==> config.mk <==
export PLATFORM = sky130hd
export DESIGN_NAME = axi_lite_master_read
export DESIGN_NICKNAME = d
export VERILOG_FILES = /design/src/rtl/axi_lite_master_read.sv
export SDC_FILE = /design/constraint.sdc
export NUM_CORES = 1
export LEC_CHECK = 0
export ABC_AREA = 1
export CAP_MARGIN = 20
export CORE_MARGIN = 5
export CORE_UTILIZATION = 42
export CTS_BUF_LIST = sky130_fd_sc_hd__clkbuf_4 sky130_fd_sc_hd__clkbuf_8
export DETAILED_ROUTE_END_ITERATION = 10
export GPL_ROUTABILITY_DRIVEN = 0
export PLACE_DENSITY = 0.83
export SETUP_SLACK_MARGIN = 0.15
export SYNTH_ARGS = -nofsm -noshare
export SYNTH_HDL_FRONTEND = slang
export SYNTH_SLANG_ARGS = --single-unit
==> constraint.sdc <==
create_clock -name M_AXIL_ACLK -period 2.5 [get_ports M_AXIL_ACLK]
set_input_delay 0.375 -clock M_AXIL_ACLK [delete_from_list [all_inputs] [get_ports M_AXIL_ACLK]]
set_output_delay 0.375 -clock M_AXIL_ACLK [all_outputs]
set_load 0.1 [all_outputs]
**Wires at chosen ports, followed through buffers**

Scale bar: 20 um.
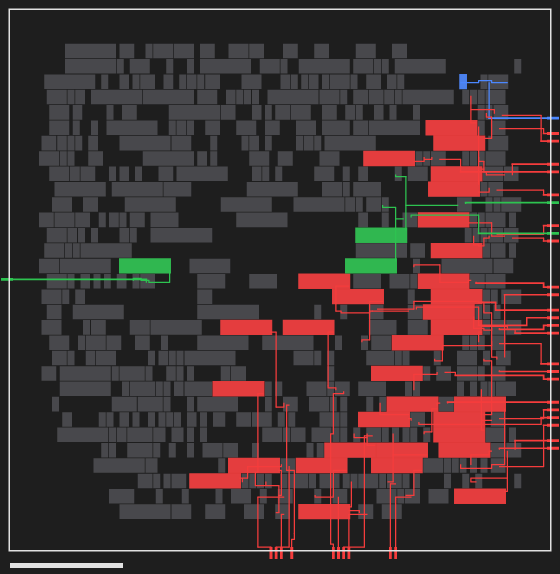
color	port	direction	end cells	buffers	wire
blue	M_AXIL_ARESET	input	1	1	25.6 um
red	user_port_rsp_data	output	32	32	823 um
green	M_AXIL_ARPROT	output	3	3	111 um
number of primary I/O pins: 149
port buffer count: 143

**Cell classes on the final placement**

Fill, decap, tap and diode cells in gray.
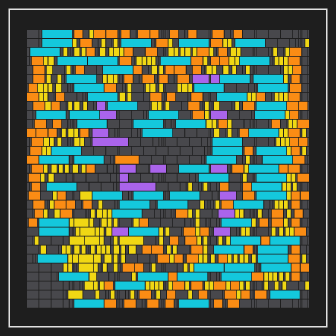
color	class	cells	share of their area
yellow	remaining logic cells	259	25%
cyan	registers	73	41%
purple	clock drivers and dummy loads	16	5.2%
orange	remaining buffers and delay cells	147	29%
final core occ: 63.8%
number of placement rows: 31

**Cell outlines without signal wires**

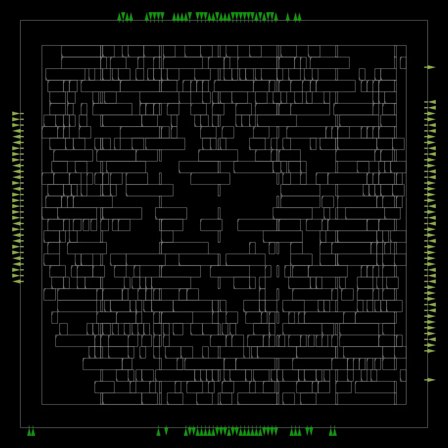
final non-filler cell total: 594
# fillers: 638
inserted tap cell count: 99
sequential portion of the cell area: 39.7%

==> Table 3: Implementation characteristics <==
Summary of implementation characteristics

Parameter                              Value

Global routing
  First-pass GRT wire length .................. 11400 um
  GRT busiest layer .................. met2
  GR met2 Demand/Resource .................. 26.8%
  Vias in the first global route .................. 2507
  Grt total ovfl .................. 0

Synth
  Instance count of the mapped netlist .................. 346
  Biggest area consumer among synthesized cells .................. sky130_fd_sc_hd__dfrtp_1
  Cell count in the Yosys report .................. 346
  Netlist cell types .................. 19
  Sequential cell area fraction in the yosys report .................. 59.3%
  Post-synthesis instance area .................. 0.00308 sq mm
  Chip area line of the yosys report .................. 0.00308 sq mm
  Portion of synthesized cell area occupied by the leading cell type .................. 59.3%

Run
  Max capacitance violation total .................. 0
  Tool Warnings .................. 34

Layout
  Non-clock buffering overhead .................. 28.2%
  Multi-input combinational cell count .................. 216
  Number of clock-tree buffers in the layout .................. 12
  Count of buffers not belonging to the clock network in the layout .................. 147
  Final net count .................. 572
  Inverters, non-clock .................. 43
  Layout cells sized above 1 .................. 20.0%
  Multi-input logic portion of the cell area .................. 20.8%

Worst setup path
  Critical path data arrival time .................. 1.96 ns
  Worst Reg2Reg Path Length in Cells .................. 7

Outcome
  Status .................. completed

Detailed routing
  Top Layer Used .................. met4
  DRT iter0 DRCs .................. 49
  Number of remaining DRC errors .................. 0
  Length of routed wiring on met1 .................. 2930 um
  Routed Wire Length .................. 7280 um

Floorplan
  Chip footprint .................. 0.00915 sq mm
  Die x size .................. 95.7 um

STA
  Setup WS post-layout .................. 0.798 ns
  Min Hold Slack .................. 0.475 ns
  Maximum frequency from static timing analysis .................. 0.587 GHz
  Final Hold Viols .................. 0
  Post-Route Skew .................. 0.00797 ns

Clock network
  Longest Clk Path Bufs .................. 2
  Clock input transition at the sequential cells of the worst setup and hold paths .................. 0.08 ns
  Cts hold-fix bufs .................. 0
## Yosys cell counts
cell type	count
sky130_fd_sc_hd__buf_4	6
sky130_fd_sc_hd__nand3b_1	1
sky130_fd_sc_hd__or2_2	3
sky130_fd_sc_hd__clkbuf_1	2
sky130_fd_sc_hd__nand3_1	2
sky130_fd_sc_hd__nor2_1	2
sky130_fd_sc_hd__nor2_8	1
sky130_fd_sc_hd__buf_6	8
sky130_fd_sc_hd__dfrtp_1	73
sky130_fd_sc_hd__a21oi_1	2
sky130_fd_sc_hd__inv_2	1
sky130_fd_sc_hd__ha_1	7
sky130_fd_sc_hd__nand2_1	157
sky130_fd_sc_hd__o21ai_1	7
sky130_fd_sc_hd__conb_1	1
sky130_fd_sc_hd__o21ai_0	29
sky130_fd_sc_hd__inv_1	42
sky130_fd_sc_hd__nand3_2	1
sky130_fd_sc_hd__nand2_2	1
## logic make-up after synthesis
group | Yosys count | synth area share (%)
compound gates | 38 | 6.17
fa+ha+maj | 7 | 2.84
other cells | 1 | 0.122
simple gates | 168 | 21.7
flops | 73 | 59.3
buf+inv | 59 | 9.87
## critical path, stage by stage (launching register included)
cell	delay, ns
sky130_fd_sc_hd__dfrtp_1	0.42
sky130_fd_sc_hd__inv_1	0.11
sky130_fd_sc_hd__ha_1	0.22
sky130_fd_sc_hd__inv_1	0.16
sky130_fd_sc_hd__nor2_8	0.10
sky130_fd_sc_hd__inv_2	0.42
sky130_fd_sc_hd__nand2_1	0.12
sky130_fd_sc_hd__nand2_1	0.08
## through the flow
| stage | instances | area [sq um] |
|---|---|---|
| floorplan | 348 | 3090 |
| global route | 594 | 4600 |
| detailed placement | 578 | 4370 |
| global placement | 578 | 4370 |
| finish | 594 | 4600 |
| CTS | 594 | 4600 |
